**PDN straps and rails**

Pins as bars on the die edge.
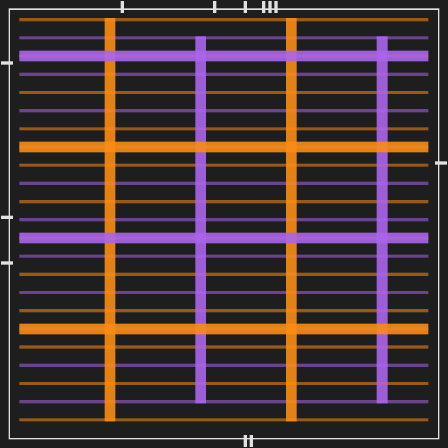
**Gate-type map**

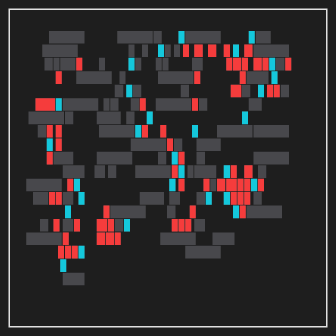
===== src/rtl/input_scheduler.sv =====
// Button input scheduler: samples the game buttons on sample_tick, turns presses and
// held-direction auto-repeat into single commands, and hands them out over valid/ready.
module input_scheduler #(
    parameter int REPEAT_TICKS  = 2,
    parameter int FIRE_COOLDOWN = 4
) (
    input  logic       clk,
    input  logic       rst,
    input  logic       sample_tick,
    input  logic       btn_left,
    input  logic       btn_right,
    input  logic       btn_fire,
    input  logic       btn_start,
    output logic       cmd_valid,
    output logic [1:0] cmd,
    input  logic       cmd_ready,
    output logic       fire_busy
);
    // state | meaning
    // IDLE  | nothing presented; takes the highest-priority pending button
    // ISSUE | cmd presented with cmd_valid=1, held until cmd_ready
    typedef enum logic {IDLE, ISSUE} state_t;

    localparam logic [3:0] REPEAT_CNT   = 4'(REPEAT_TICKS);
    localparam logic [3:0] COOLDOWN_CNT = 4'(FIRE_COOLDOWN);
    localparam int         B_LEFT  = 0;
    localparam int         B_RIGHT = 1;
    localparam int         B_FIRE  = 2;
    localparam int         B_START = 3;
    localparam logic [1:0] CMD_LEFT  = 2'b00;
    localparam logic [1:0] CMD_RIGHT = 2'b01;
    localparam logic [1:0] CMD_FIRE  = 2'b10;
    localparam logic [1:0] CMD_START = 2'b11;

    state_t     state, state_next;
    logic [1:0] cmd_q, cmd_next;
    logic [3:0] btn;
    logic [3:0] s1;
    logic [3:0] pending, pend_set, pend_clr;
    logic [3:0] hold_left, hold_right;
    logic [4:0] left_step, right_step;
    logic [3:0] cooldown;
    logic       cd_load;

    // Only the first sample stage feeds any decision, so only it is stored.
    assign btn = {btn_start, btn_fire, btn_right, btn_left};

    // Returns {repeat_event, next_count} for one direction on a sample tick.
    function automatic logic [4:0] hold_step(input logic b, input logic s, input logic [3:0] cnt);
        logic [3:0] inc;
        inc = cnt + 4'd1;
        if (!b)
            return 5'b0_0000;
        else if (!s)
            return {1'b0, cnt};
        else if (inc == REPEAT_CNT)
            return 5'b1_0000;
        else
            return {1'b0, inc};
    endfunction

    assign left_step  = hold_step(btn_left,  s1[B_LEFT],  hold_left);
    assign right_step = hold_step(btn_right, s1[B_RIGHT], hold_right);

    always_comb begin
        pend_set = '0;
        if (sample_tick) begin
            pend_set = btn & ~s1;
            if (cooldown != 4'd0)
                pend_set[B_FIRE] = 1'b0;
            pend_set[B_LEFT]  = pend_set[B_LEFT]  | left_step[4];
            pend_set[B_RIGHT] = pend_set[B_RIGHT] | right_step[4];
        end
    end

    always_ff @(posedge clk) begin
        if (rst) begin
            s1         <= '0;
            pending    <= '0;
            hold_left  <= '0;
            hold_right <= '0;
            cooldown   <= '0;
        end else begin
            // A set on the same edge as a clear wins, so a fresh event is never lost.
            pending <= (pending & ~pend_clr) | pend_set;
            if (sample_tick) begin
                s1         <= btn;
                hold_left  <= left_step[3:0];
                hold_right <= right_step[3:0];
            end
            if (cd_load)
                cooldown <= COOLDOWN_CNT;
            else if (sample_tick && cooldown != 4'd0)
                cooldown <= cooldown - 4'd1;
        end
    end

    always_ff @(posedge clk) begin
        if (rst) begin
            state <= IDLE;
            cmd_q <= CMD_LEFT;
        end else begin
            state <= state_next;
            cmd_q <= cmd_next;
        end
    end

    always_comb begin
        state_next = state;
        cmd_next   = cmd_q;
        pend_clr   = '0;
        cd_load    = 1'b0;
        case (state)
            IDLE: begin
                if (pending != 4'd0) begin
                    state_next = ISSUE;
                    if (pending[B_START])
                        cmd_next = CMD_START;
                    else if (pending[B_FIRE])
                        cmd_next = CMD_FIRE;
                    else if (pending[B_LEFT])
                        cmd_next = CMD_LEFT;
                    else
                        cmd_next = CMD_RIGHT;
                    pend_clr[cmd_next] = 1'b1;
                end
            end
            ISSUE: begin
                if (cmd_ready) begin
                    state_next = IDLE;
                    cd_load    = (cmd_q == CMD_FIRE);
                end
            end
            default: state_next = IDLE;
        endcase
    end

    assign cmd_valid = (state == ISSUE);
    assign cmd       = cmd_q;
    assign fire_busy = (cooldown != 4'd0);
endmodule


===== config.mk =====
export PLATFORM = sky130hd
export DESIGN_NAME = input_scheduler
export DESIGN_NICKNAME = d
export VERILOG_FILES = /design/src/rtl/input_scheduler.sv
export SDC_FILE = /design/constraint.sdc
export NUM_CORES = 1
export LEC_CHECK = 0
export ABC_AREA = 1
export CAP_MARGIN = 20
export CORE_UTILIZATION = 30
export DETAILED_ROUTE_END_ITERATION = 12
export DONT_BUFFER_PORTS = 1
export PLACE_DENSITY = 0.46
export SYNTH_ARGS = -nofsm -noshare
export SYNTH_HDL_FRONTEND = slang
export SYNTH_SLANG_ARGS = --single-unit

===== constraint.sdc =====
create_clock -name clk -period 1.6 [get_ports clk]
set_input_delay 0.24 -clock clk [delete_from_list [all_inputs] [get_ports clk]]
set_output_delay 0.24 -clock clk [all_outputs]
set_load 0.02 [all_outputs]

==> run notes <==
• total number of nets in the final design: 184
• final worst hold slack: 0.0173 ns
• via density per instance: 4.50
• final core utilization: 34.0%
• initial antenna violation count: 0
• stage delay of the slowest cell on the critical path: 0.34 ns
• met2 track utilization from global routing: 21.4%
• status: completed
• count of final max-slew check failures: 0
• Row Count: 22
• slew of the pin with the lowest slew margin: 0.332 ns
• number of resized instances in the post-cts repair step: 0
• met1 routed wirelength after detailed routing: 1.11 mm
• critical path class: flip-flop to primary output
• max-capacitance violation count: 0
• count of tool warnings: 28
• post-detailed-placement half-perimeter wirelength: 1.70 mm
• synthesis-to-layout area growth: 7.81%
• Hold/Removal Path Class: input pin to flip-flop
• length of the first detailed-routing pass in iterations: 4
Back to the opening pictures, 'PDN straps and rails':
[VSS] orange
[VDD] purple
signal pins: 12
met5 straps: 4
met1 rails: 23
rows: 22
met4 straps: 4
Chip Height: 64.0 microns
placeable core area: 3660 sq um
width of the chip: 64.0 microns

Back to the opening pictures, 'gate-type map':
[inverters] cyan | cells: 29 | most used: inv_1
[NAND gates] red | cells: 62 | most used: nand2_1
proportion of cell area occupied by multi-input gates: 45.1%
final standard cell count with taps included and fillers excluded: 218
most common library cell in the layout ignoring fill and taps: nand2_1

==> flip-flops by register name (all words and copies together) (netlist names) <==
name,flops
hold_right,4
pending,4
hold_left,4
cmd,2
cooldown,4
s1,4
cmd_valid,1
==> cells in the final DEF, fill, tap and decap left out, drive strengths merged <==
master | synthesis | layout
nand2 | 51 | 51
inv | 29 | 29
dfxtp | 23 | 23
a21oi | 17 | 17
nor2 | 17 | 17
nand3 | 9 | 9
o21ai | 5 | 5
ha | 5 | 5
a31oi | 3 | 3
clkbuf | 0 | 3
nand4 | 2 | 2
nor3 | 2 | 2
a2bb2oi | 1 | 1
xor2 | 1 | 1
clkinv | 0 | 1
buf | 3 | 1
==> worst paths after layout <==
check	end	cells past startpoint
hold / removal	hold_right[1]$_SDFFE_PP0P_	1
hold reg to reg	s1[3]$_SDFFE_PP0P_	2
setup reg to reg	cooldown[2]$_SDFFE_PP0P_	9
setup / recovery	fire_busy	4
==> power by group <==
part / switching, mW / internal, mW
Combinational: 0.296 / 0.180
Clock: 0.200 / 0.174
Sequential: 0.0642 / 0.650
==> critical path, delay by kind of cell (launching register included) <==
| family | cells | cell delay [ns] |
|---|---|---|
| and+or+nand+nor | 1 | 0.15 |
| buffers and inverters | 2 | 0.24 |
| DFF | 1 | 0.34 |
| adders and majority gates | 1 | 0.23 |
==> area by class of cell <==
cell class,instances,area [sq um],share of cell area (%)
clock buffers,3,41.3,3.32
clock inverters,1,5.00,0.402
flip-flops and latches,23,460,37.0
multi-input cells,113,561,45.1
well taps,48,60.1,4.83
inverters,29,109,8.75
repair buffers,1,7.51,0.604
No activity file was given, so power comes from the tool's default toggle rates.
